`src/rtl/sd_spi_pkg.sv`:
```
// Shared constants for the SPI-mode SD card responder: command indices, R1 layout,
// data token and FSM state encoding.
package sd_spi_pkg;

    localparam logic [5:0] CmdGoIdle     = 6'd0;
    localparam logic [5:0] CmdSendIfCond = 6'd8;
    localparam logic [5:0] CmdReadSingle = 6'd17;
    localparam logic [5:0] CmdSdSendOp   = 6'd41;
    localparam logic [5:0] CmdAppCmd     = 6'd55;
    localparam logic [5:0] CmdReadOcr    = 6'd58;

    localparam int unsigned R1IdleBit    = 0;
    localparam int unsigned R1IllegalBit = 2;

    localparam logic [7:0] TokenStartBlock = 8'hFE;
    localparam logic [7:0] Cmd8Check       = 8'hAA;

    localparam logic [3:0] StWaitCmd   = 4'd0;
    localparam logic [3:0] StCmdArgs   = 4'd1;
    localparam logic [3:0] StNcr       = 4'd2;
    localparam logic [3:0] StSendR1    = 4'd3;
    localparam logic [3:0] StSendTail  = 4'd4;
    localparam logic [3:0] StNac       = 4'd5;
    localparam logic [3:0] StSendToken = 4'd6;
    localparam logic [3:0] StSendData  = 4'd7;
    localparam logic [3:0] StSendCrc   = 4'd8;

    // Byte n (0..3) of the R7 (CMD8) or OCR (CMD58) response tail.
    function automatic logic [7:0] tail_byte(input logic [5:0]  cmd,
                                             input logic [11:0] arg,
                                             input logic        ready,
                                             input logic [1:0]  n);
        logic [7:0] b;
        b = 8'hFF;
        if (cmd == CmdSendIfCond) begin
            case (n)
                2'd0:    b = 8'h00;
                2'd1:    b = 8'h00;
                2'd2:    b = {4'h0, arg[11:8]};
                default: b = arg[7:0];
            endcase
        end else begin
            case (n)
                2'd0:    b = {ready, 1'b1, 6'b0};
                2'd1:    b = 8'hFF;
                2'd2:    b = 8'h80;
                default: b = 8'h00;
            endcase
        end
        return b;
    endfunction

endpackage

```
`src/rtl/sd_card_responder_if.sv`:
```
// Sector byte-fetch bus between the card responder (master) and its byte source (slave).
interface sd_card_responder_if;

    logic [31:0] sector_addr;
    logic        byte_req;
    logic [8:0]  byte_idx;
    logic        byte_ack;
    logic [7:0]  byte_in;

    modport master (
        output sector_addr, byte_req, byte_idx,
        input  byte_ack, byte_in
    );

    modport slave (
        input  sector_addr, byte_req, byte_idx,
        output byte_ack, byte_in
    );

endinterface

```
`src/rtl/sd_spi_slave_shifter.sv`:
```
// Oversampled SPI mode-0 slave bit engine: synchronizers, edge detection, rx/tx shifters
// and the per-byte strobe.
module sd_spi_slave_shifter (
    input  logic       clk,
    input  logic       rst_n,
    input  logic       spi_clk,
    input  logic       spi_di,
    input  logic       spi_cs,
    input  logic [7:0] tx_next,
    output logic       spi_do,
    output logic [7:0] rx_byte,
    output logic       byte_strobe,
    output logic       cs_active
);

    logic [2:0] clk_sync_q;
    logic [1:0] di_sync_q;
    logic [1:0] cs_sync_q;
    logic [2:0] bit_cnt_q;
    logic [7:0] rx_shift_q;
    logic [7:0] tx_shift_q;
    logic       load_pending_q;
    logic       do_q;
    logic       sclk_rise;
    logic       sclk_fall;

    assign sclk_rise = clk_sync_q[1] & ~clk_sync_q[2];
    assign sclk_fall = ~clk_sync_q[1] & clk_sync_q[2];
    assign cs_active = ~cs_sync_q[1];
    // Raw chip select forces MISO high without waiting for the synchronizer.
    assign spi_do    = do_q | spi_cs;

    always_ff @(posedge clk) begin
        if (!rst_n) begin
            clk_sync_q     <= '0;
            di_sync_q      <= '0;
            cs_sync_q      <= 2'b11;
            bit_cnt_q      <= '0;
            rx_shift_q     <= '0;
            rx_byte        <= '0;
            byte_strobe    <= 1'b0;
            tx_shift_q     <= 8'hFF;
            load_pending_q <= 1'b0;
            do_q           <= 1'b1;
        end else begin
            clk_sync_q  <= {clk_sync_q[1:0], spi_clk};
            di_sync_q   <= {di_sync_q[0], spi_di};
            cs_sync_q   <= {cs_sync_q[0], spi_cs};
            byte_strobe <= 1'b0;
            if (cs_sync_q[1]) begin
                bit_cnt_q      <= '0;
                load_pending_q <= 1'b0;
                tx_shift_q     <= 8'hFF;
                do_q           <= 1'b1;
            end else begin
                if (sclk_rise) begin
                    rx_shift_q <= {rx_shift_q[6:0], di_sync_q[1]};
                    bit_cnt_q  <= bit_cnt_q + 3'd1;
                    if (bit_cnt_q == 3'd7) begin
                        rx_byte        <= {rx_shift_q[6:0], di_sync_q[1]};
                        byte_strobe    <= 1'b1;
                        load_pending_q <= 1'b1;
                    end
                end
                if (sclk_fall) begin
                    if (load_pending_q) begin
                        tx_shift_q     <= tx_next;
                        do_q           <= tx_next[7];
                        load_pending_q <= 1'b0;
                    end else begin
                        tx_shift_q <= {tx_shift_q[6:0], 1'b1};
                        do_q       <= tx_shift_q[6];
                    end
                end
            end
        end
    end

endmodule

```
`src/rtl/sd_card_responder.sv`:
```
// SPI-mode SD card model: answers the init sequence and CMD17 single-block reads, pulling
// sector bytes from an external byte source one byte ahead of transmission.
module sd_card_responder
    import sd_spi_pkg::*;
#(
    parameter int unsigned P_NCR         = 1,
    parameter int unsigned P_NAC         = 2,
    parameter int unsigned P_ACMD41_BUSY = 2
) (
    input  logic                       clk,
    input  logic                       rst_n,
    input  logic                       spi_clk,
    input  logic                       spi_di,
    input  logic                       spi_cs,
    output logic                       spi_do,
    sd_card_responder_if.master        bus,
    output logic                       card_ready,
    output logic                       underrun
);

    logic [7:0]  rx_byte;
    logic        byte_strobe;
    logic        cs_active;

    logic [3:0]  state_q, state_d;
    logic [5:0]  cmd_q, cmd_d;
    logic [31:0] arg_q, arg_d;
    logic [7:0]  cnt_q, cnt_d;
    logic [7:0]  r1_q, r1_d;
    logic        has_tail_q, has_tail_d;
    logic        has_data_q, has_data_d;
    logic [8:0]  data_idx_q, data_idx_d;
    logic        hold_valid_q, hold_valid_d;
    logic [7:0]  hold_data_q, hold_data_d;
    logic [7:0]  tx_next_q, tx_next_d;
    logic        idle_q, idle_d;
    logic        app_q, app_d;
    logic [7:0]  acmd_cnt_q, acmd_cnt_d;
    logic        card_ready_q, card_ready_d;
    logic        underrun_q, underrun_d;
    logic [31:0] sector_addr_q, sector_addr_d;
    logic        byte_req_q, byte_req_d;
    logic [8:0]  byte_idx_q, byte_idx_d;
    logic        illegal;
    logic        idle_n;

    sd_spi_slave_shifter u_shifter (
        .clk         (clk),
        .rst_n       (rst_n),
        .spi_clk     (spi_clk),
        .spi_di      (spi_di),
        .spi_cs      (spi_cs),
        .tx_next     (tx_next_q),
        .spi_do      (spi_do),
        .rx_byte     (rx_byte),
        .byte_strobe (byte_strobe),
        .cs_active   (cs_active)
    );

    assign bus.sector_addr = sector_addr_q;
    assign bus.byte_req    = byte_req_q;
    assign bus.byte_idx    = byte_idx_q;
    assign card_ready      = card_ready_q;
    assign underrun        = underrun_q;

    always_comb begin
        state_d       = state_q;
        cmd_d         = cmd_q;
        arg_d         = arg_q;
        cnt_d         = cnt_q;
        r1_d          = r1_q;
        has_tail_d    = has_tail_q;
        has_data_d    = has_data_q;
        data_idx_d    = data_idx_q;
        hold_valid_d  = hold_valid_q;
        hold_data_d   = hold_data_q;
        tx_next_d     = tx_next_q;
        idle_d        = idle_q;
        app_d         = app_q;
        acmd_cnt_d    = acmd_cnt_q;
        card_ready_d  = card_ready_q;
        underrun_d    = underrun_q;
        sector_addr_d = sector_addr_q;
        byte_req_d    = 1'b0;
        byte_idx_d    = byte_idx_q;
        illegal       = 1'b0;
        idle_n        = idle_q;

        if (!cs_active) begin
            state_d      = StWaitCmd;
            tx_next_d    = 8'hFF;
            hold_valid_d = 1'b0;
        end else begin
            if (byte_strobe) begin
                tx_next_d = 8'hFF;
                case (state_q)
                    StWaitCmd: begin
                        if (rx_byte[7:6] == 2'b01) begin
                            cmd_d   = rx_byte[5:0];
                            cnt_d   = 8'd0;
                            state_d = StCmdArgs;
                        end
                    end
                    StCmdArgs: begin
                        if (cnt_q < 8'd4) begin
                            arg_d = {arg_q[23:0], rx_byte};
                            cnt_d = cnt_q + 8'd1;
                        end else begin
                            // CRC byte received (ignored): execute the command.
                            has_tail_d = 1'b0;
                            has_data_d = 1'b0;
                            case (cmd_q)
                                CmdGoIdle: begin
                                    idle_n       = 1'b1;
                                    card_ready_d = 1'b0;
                                    acmd_cnt_d   = 8'd0;
                                    underrun_d   = 1'b0;
                                end
                                CmdSendIfCond: has_tail_d = 1'b1;
                                CmdAppCmd:     ;
                                CmdSdSendOp: begin
                                    if (!app_q) begin
                                        illegal = 1'b1;
                                    end else if (acmd_cnt_q < 8'(P_ACMD41_BUSY)) begin
                                        acmd_cnt_d = acmd_cnt_q + 8'd1;
                                    end else begin
                                        idle_n       = 1'b0;
                                        card_ready_d = 1'b1;
                                    end
                                end
                                CmdReadOcr: has_tail_d = 1'b1;
                                CmdReadSingle: begin
                                    if (card_ready_q) begin
                                        sector_addr_d = arg_q;
                                        has_data_d    = 1'b1;
                                    end else begin
                                        illegal = 1'b1;
                                    end
                                end
                                default: illegal = 1'b1;
                            endcase
                            app_d              = (cmd_q == CmdAppCmd);
                            idle_d             = idle_n;
                            r1_d               = 8'h00;
                            r1_d[R1IllegalBit] = illegal;
                            r1_d[R1IdleBit]    = idle_n;
                            cnt_d              = 8'd1;
                            state_d            = StNcr;
                        end
                    end
                    StNcr: begin
                        if (cnt_q >= 8'(P_NCR)) begin
                            tx_next_d = r1_q;
                            state_d   = StSendR1;
                        end else begin
                            cnt_d = cnt_q + 8'd1;
                        end
                    end
                    StSendR1: begin
                        cnt_d = 8'd1;
                        if (has_tail_q) begin
                            tx_next_d = tail_byte(cmd_q, arg_q[11:0], card_ready_q, 2'd0);
                            state_d   = StSendTail;
                        end else if (has_data_q) begin
                            state_d = StNac;
                        end else begin
                            state_d = StWaitCmd;
                        end
                    end
                    StSendTail: begin
                        if (cnt_q >= 8'd4) begin
                            state_d = StWaitCmd;
                        end else begin
                            tx_next_d = tail_byte(cmd_q, arg_q[11:0], card_ready_q, cnt_q[1:0]);
                            cnt_d     = cnt_q + 8'd1;
                        end
                    end
                    StNac: begin
                        if (cnt_q >= 8'(P_NAC)) begin
                            tx_next_d    = TokenStartBlock;
                            byte_req_d   = 1'b1;
                            byte_idx_d   = 9'd0;
                            hold_valid_d = 1'b0;
                            state_d      = StSendToken;
                        end else begin
                            cnt_d = cnt_q + 8'd1;
                        end
                    end
                    StSendToken, StSendData: begin
                        if (state_q == StSendData && data_idx_q == 9'd511) begin
                            cnt_d   = 8'd1;
                            state_d = StSendCrc;
                        end else begin
                            // Load the next data byte and request the one after it.
                            data_idx_d = (state_q == StSendToken) ? 9'd0 : data_idx_q + 9'd1;
                            if (hold_valid_q) begin
                                tx_next_d = hold_data_q;
                            end else begin
                                tx_next_d  = 8'h00;
                                underrun_d = 1'b1;
                            end
                            hold_valid_d = 1'b0;
                            if (data_idx_d != 9'd511) begin
                                byte_req_d = 1'b1;
                                byte_idx_d = data_idx_d + 9'd1;
                            end
                            state_d = StSendData;
                        end
                    end
                    StSendCrc: begin
                        if (cnt_q >= 8'd2) begin
                            state_d = StWaitCmd;
                        end else begin
                            cnt_d = cnt_q + 8'd1;
                        end
                    end
                    default: state_d = StWaitCmd;
                endcase
            end
            // An ack landing on a load strobe belongs to the following byte.
            if (bus.byte_ack && (state_q == StSendToken || state_q == StSendData)) begin
                hold_valid_d = 1'b1;
                hold_data_d  = bus.byte_in;
            end
        end
    end

    always_ff @(posedge clk) begin
        if (!rst_n) begin
            state_q       <= StWaitCmd;
            cmd_q         <= '0;
            arg_q         <= '0;
            cnt_q         <= '0;
            r1_q          <= 8'hFF;
            has_tail_q    <= 1'b0;
            has_data_q    <= 1'b0;
            data_idx_q    <= '0;
            hold_valid_q  <= 1'b0;
            hold_data_q   <= '0;
            tx_next_q     <= 8'hFF;
            idle_q        <= 1'b1;
            app_q         <= 1'b0;
            acmd_cnt_q    <= '0;
            card_ready_q  <= 1'b0;
            underrun_q    <= 1'b0;
            sector_addr_q <= '0;
            byte_req_q    <= 1'b0;
            byte_idx_q    <= '0;
        end else begin
            state_q       <= state_d;
            cmd_q         <= cmd_d;
            arg_q         <= arg_d;
            cnt_q         <= cnt_d;
            r1_q          <= r1_d;
            has_tail_q    <= has_tail_d;
            has_data_q    <= has_data_d;
            data_idx_q    <= data_idx_d;
            hold_valid_q  <= hold_valid_d;
            hold_data_q   <= hold_data_d;
            tx_next_q     <= tx_next_d;
            idle_q        <= idle_d;
            app_q         <= app_d;
            acmd_cnt_q    <= acmd_cnt_d;
            card_ready_q  <= card_ready_d;
            underrun_q    <= underrun_d;
            sector_addr_q <= sector_addr_d;
            byte_req_q    <= byte_req_d;
            byte_idx_q    <= byte_idx_d;
        end
    end

endmodule

```
`src/flat_wrapper.sv`:
```
// flat-port wrapper written by rule: the top's interface ports become plain ports
module sd_card_responder_flat import sd_spi_pkg::*;
#(
    parameter int unsigned P_NCR         = 1,
    parameter int unsigned P_NAC         = 2,
    parameter int unsigned P_ACMD41_BUSY = 2
)
  (clk, rst_n, spi_clk, spi_di, spi_cs, spi_do, card_ready, underrun, bus_sector_addr, bus_byte_req, bus_byte_idx, bus_byte_ack, bus_byte_in);
  sd_card_responder_if bus_i ();
  input  logic clk;
  input  logic rst_n;
  input  logic spi_clk;
  input  logic spi_di;
  input  logic spi_cs;
  output logic spi_do;
  output logic card_ready;
  output logic underrun;
  output wire logic [$bits(bus_i.sector_addr)-1:0] bus_sector_addr;
  output wire logic [$bits(bus_i.byte_req)-1:0] bus_byte_req;
  output wire logic [$bits(bus_i.byte_idx)-1:0] bus_byte_idx;
  input wire logic [$bits(bus_i.byte_ack)-1:0] bus_byte_ack;
  input wire logic [$bits(bus_i.byte_in)-1:0] bus_byte_in;
  assign bus_sector_addr = bus_i.sector_addr;
  assign bus_byte_req = bus_i.byte_req;
  assign bus_byte_idx = bus_i.byte_idx;
  assign bus_i.byte_ack = bus_byte_ack;
  assign bus_i.byte_in = bus_byte_in;
  sd_card_responder #(.P_NCR(P_NCR), .P_NAC(P_NAC), .P_ACMD41_BUSY(P_ACMD41_BUSY)) u_core (.clk(clk), .rst_n(rst_n), .spi_clk(spi_clk), .spi_di(spi_di), .spi_cs(spi_cs), .spi_do(spi_do), .bus(bus_i), .card_ready(card_ready), .underrun(underrun));
endmodule
```
`config.mk`:
```
export PLATFORM = sky130hd
export DESIGN_NAME = sd_card_responder_flat
export DESIGN_NICKNAME = d
export VERILOG_FILES = /design/src/rtl/sd_spi_pkg.sv /design/src/rtl/sd_card_responder_if.sv /design/src/rtl/sd_spi_slave_shifter.sv /design/src/rtl/sd_card_responder.sv /design/src/flat_wrapper.sv
export SDC_FILE = /design/constraint.sdc
export NUM_CORES = 1
export LEC_CHECK = 0
export CAP_MARGIN = 20
export CORE_ASPECT_RATIO = 0.6
export CORE_MARGIN = 2
export CORE_UTILIZATION = 55
export CTS_CLUSTER_DIAMETER = 40
export DETAILED_ROUTE_END_ITERATION = 10
export GPL_TIMING_DRIVEN = 0
export PLACE_DENSITY = 0.73
export SYNTH_ARGS = -nofsm -noshare
export SYNTH_HDL_FRONTEND = slang
export SYNTH_SLANG_ARGS = --single-unit
```
`constraint.sdc`:
```
create_clock -name clk -period 5.05 [get_ports clk]
set_clock_uncertainty 0.1 [all_clocks]
set_input_delay 1.01 -clock clk [delete_from_list [all_inputs] [get_ports clk]]
set_output_delay 1.01 -clock clk [all_outputs]
set_load 0.01 [all_outputs]
```
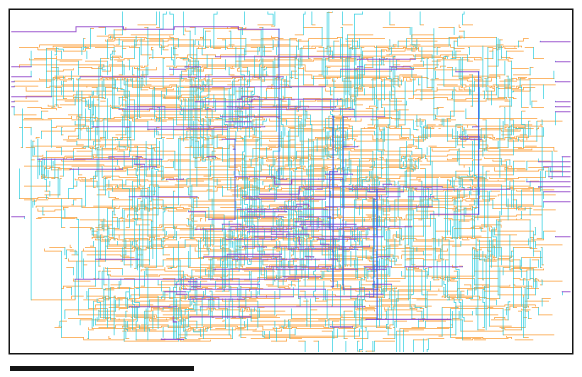
Figure 1: run 1, wiring by layer.
Bar = 50 µm.
layer	color	wire length
met1	orange	10300 µm
met2	cyan	7410 µm
met4	blue	272 µm
met3	purple	1840 µm
total routing resource utilization after global routing: 28.48%
final wirelength: 19880 µm
vias after detailed routing: 6649
Wirelength per Cell: 17.22 µm

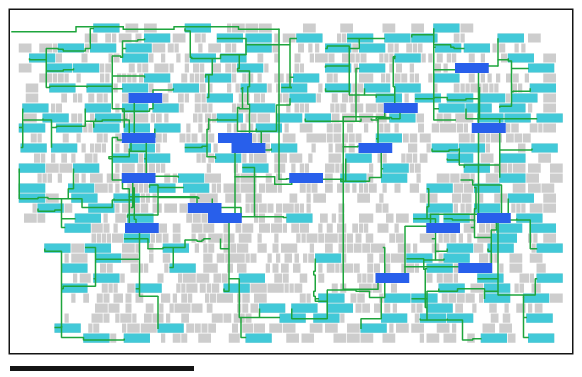
Figure 2: run 1, routed clock nets over the placement.
Bar = 50 µm.
[clock wires] green | length: 2000 µm
[cells driving clock nets] blue | count: 17
[flip-flops] cyan | count: 169
flops lie	widely spread
routed clock nets	18

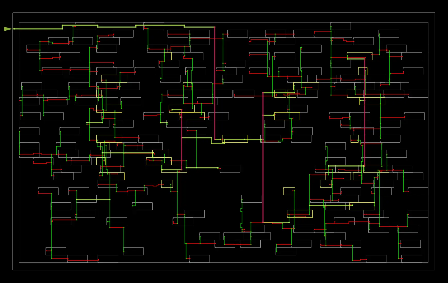
Figure 3: run 1, clock nets.
Num Clock Sinks: 169
sequential cell count of the final layout: 169

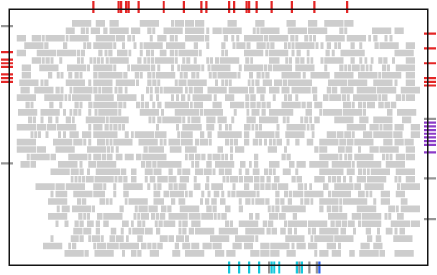
Figure 4: run 1, I/O pins on the die edge.
Pins as bars across the die edge, other pins in gray.
port	color	pins	direction	edge
bus_byte_in	purple	8	input	east
bus_sector_addr	red	32	output	19 north, 7 west, 6 east
spi_clk	blue	1	input	south
bus_byte_idx	cyan	9	output	south
all pins by edge	19 north, 17 east, 14 south, 9 west
buffers added on ports: 57
Die W: 152.8 µm
die outline height: 93.29 µm

## run 1: critical path, delay by kind of cell, from the launching register on
family / cells / cell delay, ps
AOI/OAI and AO/OA: 3 / 420
adders and majority gates: 2 / 420
buffers and inverters: 2 / 540
DFF: 1 / 400
and+or+nand+nor: 7 / 1360
## run 1: area by class of cell
type                       instances  area [µm²]  share of cell area [%]
multi-input combinational        658        3618                   41.76
sequential                       169        3383                   39.05
timing repair buffer              57       570.5                   6.585
clock buffer                      18       439.2                   5.069
buffer                            59       272.8                   3.148
tap                              170       212.7                   2.455
clock inverter                    14       133.9                   1.545
inverter                           9       33.78                  0.3899
## run 1: where the power goes
group          total, µW  switching (µW)  internal, µW  leakage [µW]
logic               48.3            33.0          15.2       0.00147
registers           1340            1.63          1330       0.00136
clock network       1270             601           666      0.000278
total               2650             635          2020       0.00311
## run 1: layer usage
metal | up-vias | part of all wire, % | track usage, % | wire [µm]
met3 | 21 | 9.3 | 6.487 | 1842
met4 | 0 | 1.4 | 8.410 | 272
met2 | 254 | 37 | 36.40 | 7412
li1 | 3233 | - | - | -
met5 | - | 0 | 0 | 0
met1 | 3141 | 52 | 46.03 | 10350
## run 1: metrics by stage
| step | power, µW | instances | utilization (%) | hold slack [ps] | setup WS [ps] |
|---|---|---|---|---|---|
| floorplan | 1390 | 895 | - | 286.3 | 2331 |
| global placement | 1414 | 1122 | 62.76 | 317.5 | 1741 |
| detailed placement | 1414 | 1122 | 62.76 | 306.4 | 1729 |
| CTS | 2656 | 1154 | 67.21 | 335.5 | 1729 |
| global route | 2720 | 1154 | 67.21 | 350.9 | 1406 |
| finish | 2651 | 1154 | 67.21 | 334.7 | 1735 |
==> impl_metrics.tcl, run 1 <==
# metrics dict for downstream scripts
set metrics [dict create \
    number_of_enable_flip_flop_cells 0 \
    grt_setup_unrepaired "false" \
    worstReg2RegEnd "u_core.bus.byte_idx[5]" \
    ctsLongestPathBuffers 2 \
    timing.critical_path.from "u_core.state_q[1]" \
    final_nets 998 \
    critPathKind "reg -> reg" \
    io_pins 59 \
    grt_max_degree 18 \
    yosys.area_share.xor_xnor_pct 1.318 \
    total_number_of_warnings_across_the_stage_logs 31 \
    core_area_um2 12890 \
    comb_area_leader "simple AND/OR/NAND/NOR gates" \
    synth.area.mux_share_pct 4.794 \
    reg2reg_from "u_core.state_q[1]" \
    n_antenna_cell 0 \
    critPathArrivalTime_ps 3590 \
    netlist_top_cells_area "sky130_fd_sc_hd__dfxtp_1 (46%), sky130_fd_sc_hd__nand2_1 (10%), sky130_fd_sc_hd__a21oi_1 (7.6%)" \
    effective_utilization_at_floorplan_pct 56.69 \
    timing.fmax_mhz 301.7 \
    first_pass_grt_wire_length_um 31840 \
    run_status "completed" \
    ys.warnings.count 0 \
    yosys_most_used_dff "sky130_fd_sc_hd__dfxtp_1" \
    first_global_vias 5937 \
    postCtsResizedCells 0 \
    postSynthCellCount 895 \
    rr_worst_depth 14 \
    yosys.stat.seqShare_pct 46.29 \
    simple_gate_share_pct 25.54 \
]
Figure 5. Sequential cells grouped by signal name (run 1).
Other sequential cells in the stronger gray, the rest of the logic in the fainter gray.
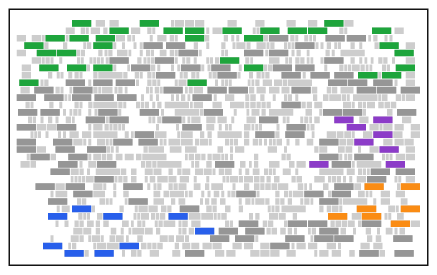

==> run 2, diff against run 1 <==
--- a/config.mk
+++ b/config.mk
@@ -8,11 +8,11 @@
 export CAP_MARGIN = 20
 export CORE_ASPECT_RATIO = 0.6
 export CORE_MARGIN = 2
-export CORE_UTILIZATION = 55
+export CORE_UTILIZATION = 52
 export CTS_CLUSTER_DIAMETER = 40
 export DETAILED_ROUTE_END_ITERATION = 10
 export GPL_TIMING_DRIVEN = 0
-export PLACE_DENSITY = 0.73
+export PLACE_DENSITY = 0.72
 export SYNTH_ARGS = -nofsm -noshare
 export SYNTH_HDL_FRONTEND = slang
 export SYNTH_SLANG_ARGS = --single-unit
==> constraint.sdc (replaced) <==
create_clock -name clk -period 2.8 [get_ports clk]
set_clock_uncertainty 0.1 [all_clocks]
set_input_delay 0.56 -clock clk [delete_from_list [all_inputs] [get_ports clk]]
set_output_delay 0.56 -clock clk [all_outputs]
set_load 0.01 [all_outputs]
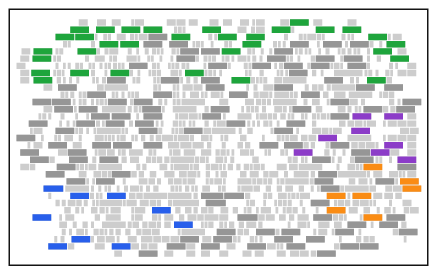
Figure 6: run 2, sequential cells grouped by signal name.
Other sequential cells in the stronger gray, the rest of the logic in the fainter gray.
name in the netlist	color	placed flops	where
u_core.bus.sector_addr	green	32	a horizontal strip, top
u_core.u_shifter.tx_shift_q	orange	7	south-east
u_core.hold_data_q	purple	8	east
u_core.data_idx_q	blue	9	south-west

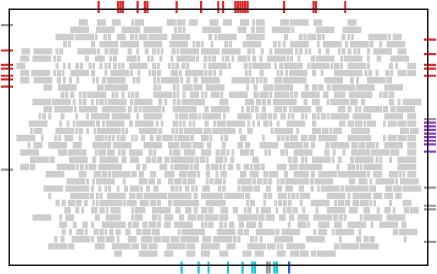
Figure 7: run 2, I/O pins on the die edge.
Pins as bars across the die edge, other pins in gray.
port	color	pins	direction	edge
bus_byte_idx	cyan	9	output	south
bus_byte_in	purple	8	input	east
bus_sector_addr	red	32	output	21 north, 6 west, 5 east
spi_clk	blue	1	input	south
all pins by edge	21 north, 18 east, 12 south, 8 west

==> impl_metrics.tcl, run 2 <==
# metrics dict for downstream scripts
set metrics [dict create \
    run_status "completed" \
    effective_utilization_at_floorplan_pct 53.31 \
    plain_repair_buffers 128 \
    final_core_utilization_pct 65.87 \
    netlist_top_cells_area "sky130_fd_sc_hd__dfxtp_1 (46%), sky130_fd_sc_hd__nand2_1 (10%), sky130_fd_sc_hd__a21oi_1 (7.6%)" \
    comb_area_share_pct 41.86 \
    core_area_um2 13710 \
    switchingPower_uw 1157 \
    yosys_most_used_dff "sky130_fd_sc_hd__dfxtp_1" \
    io_pins 59 \
    first_global_vias 6017 \
    routed_wire_length_per_instance_um 17.14 \
    power.clock.fraction_pct 49.7 \
    grt_setup_unrepaired "true" \
    seq_power_share_pct 48.6 \
    worst-path-buf-inv 1 \
    post-place-ws_ps -521.3 \
    n_sequential_cell 169 \
    area_share_clock_buf_inv_pct 6.928 \
    count_of_placed_standard_cells_in_the_final_layout_fillers_left_out 1188 \
    highest_layer "met4" \
    yosys.stat.seqShare_pct 46.29 \
    sequential_share_of_cell_area_pct 37.56 \
    vias_after_detailed_routing 6754 \
    signal_buffer_area_fraction_pct 10.61 \
    port-buffer-count 57 \
    postSynthCellCount 895 \
    tap_cells 192 \
    first_pass_grt_wire_length_um 32150 \
]
[run 2: cell counts after synthesis]
Identical to the previous run, type by type.
[run 2: how the worst max path moves through the flow]
stage                         startpoint                     end  depth (start not counted)
detailed placement     u_core.state_q[1]  u_core.bus.byte_idx[7]                         14
floorplan              u_core.state_q[1]  u_core.bus.byte_idx[6]                         14
CTS                    u_core.state_q[1]  u_core.bus.byte_idx[3]                         14
global route        u_core.data_idx_q[3]  u_core.bus.byte_idx[2]                         10
global placement       u_core.state_q[1]  u_core.bus.byte_idx[7]                         14
finish              u_core.data_idx_q[0]         u_core.cnt_q[1]                         11
[run 2: what timing repair did]
item,4_1_cts,5_1_grt
hold buffers,0,0
setup buffers,4,7
pin swaps,4,13
endpoints found under the setup margin,15,26
resized,18,28
cloned,0,1
[run 2: kinds of logic after synthesis]
| kind of cell | after synthesis | synth area share, % |
|---|---|---|
| AND/OR/NAND/NOR | 408 | 25.54 |
| AND-OR/OR-AND | 191 | 15.63 |
| flip-flops | 169 | 46.29 |
| buffers and inverters | 68 | 4.194 |
| multiplexers | 35 | 4.794 |
| adder cells (fa/ha/maj) | 13 | 2.226 |
| XOR/XNOR | 11 | 1.318 |
[run 2: power groups by stage]
stage	Clock, µW	Combinational (µW)	Sequential [µW]
after floorplan	0	42.3	2460
after global placement	0	84.5	2460
after detailed placement	0	84.1	2460
after CTS	2480	84.9	2410
after global routing	2570	94.1	2410
final	2460	86.9	2410
[run 2: layer usage]
layer	up-vias	global-route usage (%)
li1	3257	-
met1	3178	43.57
met2	303	37.57
met3	16	7.429
met4	0	5.758
met5	-	0
No activity file was given, so power comes from the tool's default toggle rates.
